--- config.mk ---
export PLATFORM = sky130hd
export DESIGN_NAME = val_find_stream_flat
export DESIGN_NICKNAME = d
export VERILOG_FILES = /design/src/rtl/val_find_stream_if.sv /design/src/rtl/val_find_stream.sv /design/src/flat_wrapper.sv
export SDC_FILE = /design/constraint.sdc
export NUM_CORES = 1
export LEC_CHECK = 0
export CAP_MARGIN = 10
export CORE_UTILIZATION = 52
export DETAILED_ROUTE_END_ITERATION = 8
export PLACE_DENSITY_LB_ADDON = 0.12
export RECOVER_POWER = 25
export SKIP_CTS_REPAIR_TIMING = 1
export SLEW_MARGIN = 10
export SYNTH_ARGS = -nofsm -noshare
export SYNTH_HDL_FRONTEND = slang
export SYNTH_SLANG_ARGS = --single-unit
--- constraint.sdc ---
create_clock -name i_clk -period 2.55 [get_ports i_clk]
set_input_delay 0.6375 -clock i_clk [delete_from_list [all_inputs] [get_ports i_clk]]
set_output_delay 0.6375 -clock i_clk [all_outputs]
set_load 0.005 [all_outputs]
--- src/rtl/val_find_stream_if.sv ---
// Sample-stream and result bundle for val_find_stream.
// The master side is the sample source and result consumer; the slave side is the finder.
interface val_find_stream_if #(
   parameter int DATA_W = 4,
   parameter int DEPTH  = 8
);
   localparam int IDX_W = $clog2(DEPTH);

   logic              start;
   logic              mode;
   logic              tie_last;
   logic              data_valid;
   logic [DATA_W-1:0] data;
   logic              busy;
   logic [DATA_W-1:0] value;
   logic [IDX_W-1:0]  index;
   logic              done;

   modport master (
      output start, mode, tie_last, data_valid, data,
      input  busy, value, index, done
   );

   modport slave (
      input  start, mode, tie_last, data_valid, data,
      output busy, value, index, done
   );
endinterface

--- src/rtl/val_find_stream.sv ---
// Streaming extreme-value finder: scans DEPTH samples per frame and reports the
// max or min value and its index, with first/last tie policy and optional signed compare.
module val_find_stream #(
   parameter int DATA_W = 4,
   parameter int DEPTH  = 8,
   parameter bit SIGNED = 1'b0
) (
   input logic              i_clk,
   input logic              i_rst,
   val_find_stream_if.slave bus
);
   localparam int IDX_W = $clog2(DEPTH);
   localparam logic [IDX_W-1:0] LAST = IDX_W'(DEPTH - 1);

   typedef enum logic [1:0] {IDLE, SCAN, DONE} state_t;

   state_t            state;
   logic [IDX_W-1:0]  cnt;
   logic [DATA_W-1:0] best_val;
   logic [IDX_W-1:0]  best_idx;
   logic              mode_q;
   logic              tie_q;
   logic              busy_q;
   logic              done_q;
   logic [DATA_W-1:0] value_q;
   logic [IDX_W-1:0]  index_q;

   logic              gt;
   logic              lt;
   logic              eq;
   logic              take;
   logic [DATA_W-1:0] cand_val;
   logic [IDX_W-1:0]  cand_idx;

   always_comb begin
      gt = 1'b0;
      lt = 1'b0;
      if (SIGNED) begin
         gt = $signed(bus.data) > $signed(best_val);
         lt = $signed(bus.data) < $signed(best_val);
      end else begin
         gt = bus.data > best_val;
         lt = bus.data < best_val;
      end
      eq   = bus.data == best_val;
      // Sample 0 always loads, so the stale best from the previous frame never leaks in.
      take = (cnt == '0) || (mode_q ? lt : gt) || (tie_q && eq);
      cand_val = take ? bus.data : best_val;
      cand_idx = take ? cnt : best_idx;
   end

   always_ff @(posedge i_clk or posedge i_rst) begin
      if (i_rst) begin
         state    <= IDLE;
         cnt      <= '0;
         best_val <= '0;
         best_idx <= '0;
         mode_q   <= 1'b0;
         tie_q    <= 1'b0;
         busy_q   <= 1'b0;
         done_q   <= 1'b0;
         value_q  <= '0;
         index_q  <= '0;
      end else begin
         done_q <= 1'b0;
         case (state)
            IDLE: begin
               if (bus.start) begin
                  mode_q <= bus.mode;
                  tie_q  <= bus.tie_last;
                  cnt    <= '0;
                  busy_q <= 1'b1;
                  state  <= SCAN;
               end
            end
            SCAN: begin
               if (bus.data_valid) begin
                  best_val <= cand_val;
                  best_idx <= cand_idx;
                  if (cnt == LAST) begin
                     // Publish the candidate directly so the result lands with o_done.
                     value_q <= cand_val;
                     index_q <= cand_idx;
                     done_q  <= 1'b1;
                     busy_q  <= 1'b0;
                     state   <= DONE;
                  end else begin
                     cnt <= cnt + 1'b1;
                  end
               end
            end
            DONE: begin
               state <= IDLE;
            end
            default: begin
               state  <= IDLE;
               busy_q <= 1'b0;
            end
         endcase
      end
   end

   assign bus.busy  = busy_q;
   assign bus.done  = done_q;
   assign bus.value = value_q;
   assign bus.index = index_q;
endmodule

--- src/flat_wrapper.sv ---
// flat-port wrapper written by rule: the top's interface ports become plain ports
module val_find_stream_flat 
#(
   parameter int DATA_W = 4,
   parameter int DEPTH  = 8,
   parameter bit SIGNED = 1'b0
)
  (i_clk, i_rst, bus_start, bus_mode, bus_tie_last, bus_data_valid, bus_data, bus_busy, bus_value, bus_index, bus_done);
  val_find_stream_if #(.DATA_W(DATA_W), .DEPTH(DEPTH)) bus_i ();
  input logic i_clk;
  input logic i_rst;
  input wire logic [$bits(bus_i.start)-1:0] bus_start;
  input wire logic [$bits(bus_i.mode)-1:0] bus_mode;
  input wire logic [$bits(bus_i.tie_last)-1:0] bus_tie_last;
  input wire logic [$bits(bus_i.data_valid)-1:0] bus_data_valid;
  input wire logic [$bits(bus_i.data)-1:0] bus_data;
  output wire logic [$bits(bus_i.busy)-1:0] bus_busy;
  output wire logic [$bits(bus_i.value)-1:0] bus_value;
  output wire logic [$bits(bus_i.index)-1:0] bus_index;
  output wire logic [$bits(bus_i.done)-1:0] bus_done;
  assign bus_i.start = bus_start;
  assign bus_i.mode = bus_mode;
  assign bus_i.tie_last = bus_tie_last;
  assign bus_i.data_valid = bus_data_valid;
  assign bus_i.data = bus_data;
  assign bus_busy = bus_i.busy;
  assign bus_value = bus_i.value;
  assign bus_index = bus_i.index;
  assign bus_done = bus_i.done;
  val_find_stream #(.DATA_W(DATA_W), .DEPTH(DEPTH), .SIGNED(SIGNED)) u_core (.i_clk(i_clk), .i_rst(i_rst), .bus(bus_i));
endmodule
The metal 3 layer:
Scale: 8 px per micron.
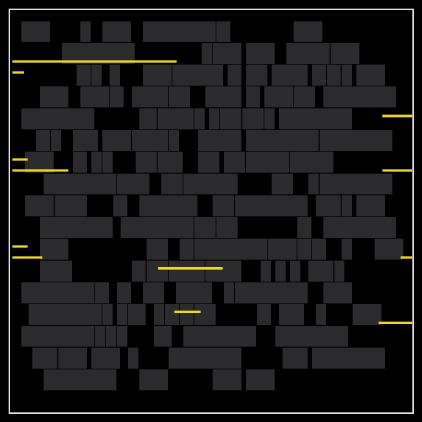
longest straight run: 20.2 microns
main direction: horizontal
nets with wire on the layer: 11
wire length on this layer: 57.5 microns
share of all routed wire: 2.4%

I/O nets highlighted:
Scale: 10 px per micron.
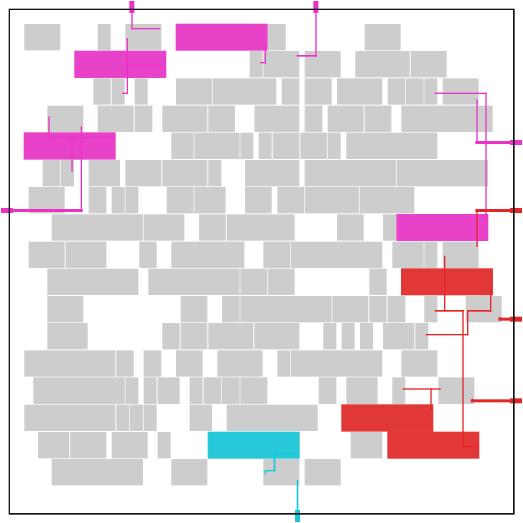
| port | colour | direction | end cells | buffers | wire |
|---|---|---|---|---|---|
| bus_value | magenta | output | 4 | 4 | 74.3 microns |
| bus_done | cyan | output | 1 | 1 | 8.20 microns |
| bus_index | red | output | 3 | 3 | 52.2 microns |

Routed clock nets over the placement:
Scale: 10 px per micron.
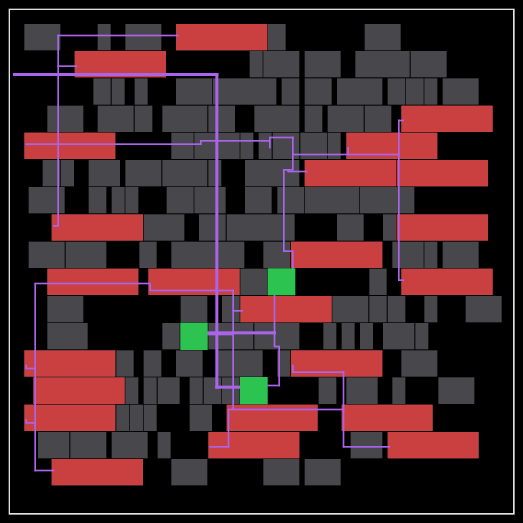
[clock drivers] green | count: 3
[flip-flops] red | count: 23
[clock wires] purple | length: 277 microns
routed clock nets: 4
flops lie: all over the die

Clock nets:
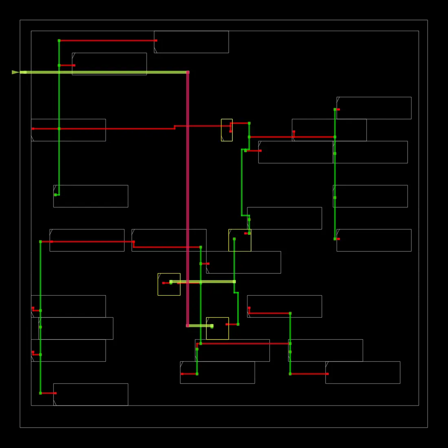
latest clock arrival within the worst-skew pair: 0.30 ns
clk_buf instances: 4
registers: 23
CTS Buf Count: 3

Placement by cell class:
Scale: 6 px per micron.
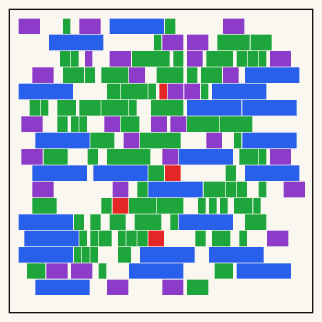
| class | colour | cells | share of their area |
|---|---|---|---|
| combinational and other logic | green | 83 | 41% |
| clock drivers and dummy loads | red | 4 | 1.8% |
| remaining buffers and delay cells | purple | 31 | 18% |
| sequential cells | blue | 23 | 39% |

==> flow_summary.ini <==
; flow metrics
[final_timing]
worst_slack_ns = 0.101
slew_headroom_pct = 52.1
tightest_slew_ns = 0.718
setup_viol = 0
final_hold_viol_count = 0
slew_viol_final = 0
holdWs_ns = 0.499
fmax_mhz = 408

[floorplan]
die_x_microns = 50.3
io_pins = 19
dieHeight_microns = 50.3
initial_core_util_pct = 54.9
n_tap_cell = 28
rows = 17

[place]
placed_area_sq_mm = 0.00150
dp_hpwl_microns = 1910

[yosys]
yosysUniqueCellTypes = 29
yosys.area_share.xor_xnor_pct = 0
yosys.area.top_type_share_pct = 47.4
async_flop_share_pct = 100
enable_flop_cells = 0
ys_sh_adder_pct = 7.22
simple_gate_area_share_pct = 8.35
synth_chip_area_sq_mm = 0.00121
syn_avg_cell_area_sq_um = 11.0
synth_area_sq_mm = 0.00121
top_cells_by_area = dfrtp_1 (47%), ha_1 (7.2%), mux2_4 (4.9%)
ff_type = dfrtp_1
synth_top_cell_by_count = dfrtp_1
ys_warn_count = 0
ys_ff = 23

[cells_and_area]
seq_area_share_pct = 37.8
nMultiInputCombCells = 70
stdcell_area_sq_mm = 0.00152
inv_count = 13
drive_gt1_share_pct = 22.7
largestClassByArea = registers
final_util_pct = 68.9
final-comb-area_sq_um = 564
clock_area_share_pct = 1.72

[global_route]
antenna_found_initial = 0
gr-max-usage-layer = met2
grt_max_degree = 15
met2_usage_pct = 36.4
grt_pass1_wl_microns = 4060
globalRouteOverflowTotal = 0

[setup_path]
critPathCaptureType = flop
cp_top_family = AND-OR/OR-AND gates
r2r_end = u_core.bus.index[0]
worstSetupStartpoint = bus_data[0]
crit_fanout = 10
path_depth = 9
cp-endpoint = u_core.bus.index[0]
required_ns = 2.78
rrSetupSlack_ns = 0.42
regToRegStartpoint = u_core.best_val[3]
critical_path_class = in -> reg
rr_worst_depth = 8
critPathSlowestCell = clkdlybuf4s50_1

[drt]
routed_wl_microns = 2360
vias = 902
wl_met3_microns = 57
firstDrtPassIters = 2
wl_met1_microns = 1050
viasPerCell = 5.34
drc = 0
wl_met2_microns = 1220

[worst_hold_path]
hp-start = u_core.bus.busy
worstHoldPathCells = 1

[job]
max-cap-violations = 0
warning_count = 27

[power_and_ir_drop]
ir_drop_mv = 0.600

[status]
outcome = finished, final reports clean

[clock_network]
cts_tree = built
clk_pin_slew_ns = 0.12
cts-htree-levels = 1
clk_root_buffer_cell = clkbuf_4
-- power by group --
part           internal, mW  switching, mW
Sequential            0.522          0.103
Clock                0.0609          0.104
Combinational         0.504          0.442
-- cell usage in the layout, fill, tap and decap left out, types with 2 or more instances in the layout --
| master | instances |
|---|---|
| a21oi_1 | 8 |
| a21oi_2 | 2 |
| and3_1 | 2 |
| buf_4 | 12 |
| clkbuf_1 | 2 |
| clkbuf_4 | 3 |
| clkdlybuf4s50_1 | 17 |
| dfrtp_1 | 23 |
| ha_1 | 7 |
| inv_1 | 13 |
| mux2_2 | 2 |
| mux2_4 | 4 |
| mux2i_1 | 3 |
| nand2_1 | 4 |
| nand3_1 | 2 |
| nor2_1 | 9 |
| o21ai_0 | 9 |
| o31a_1 | 3 |
| o31a_2 | 4 |
Power and IR drop assume default switching activity.
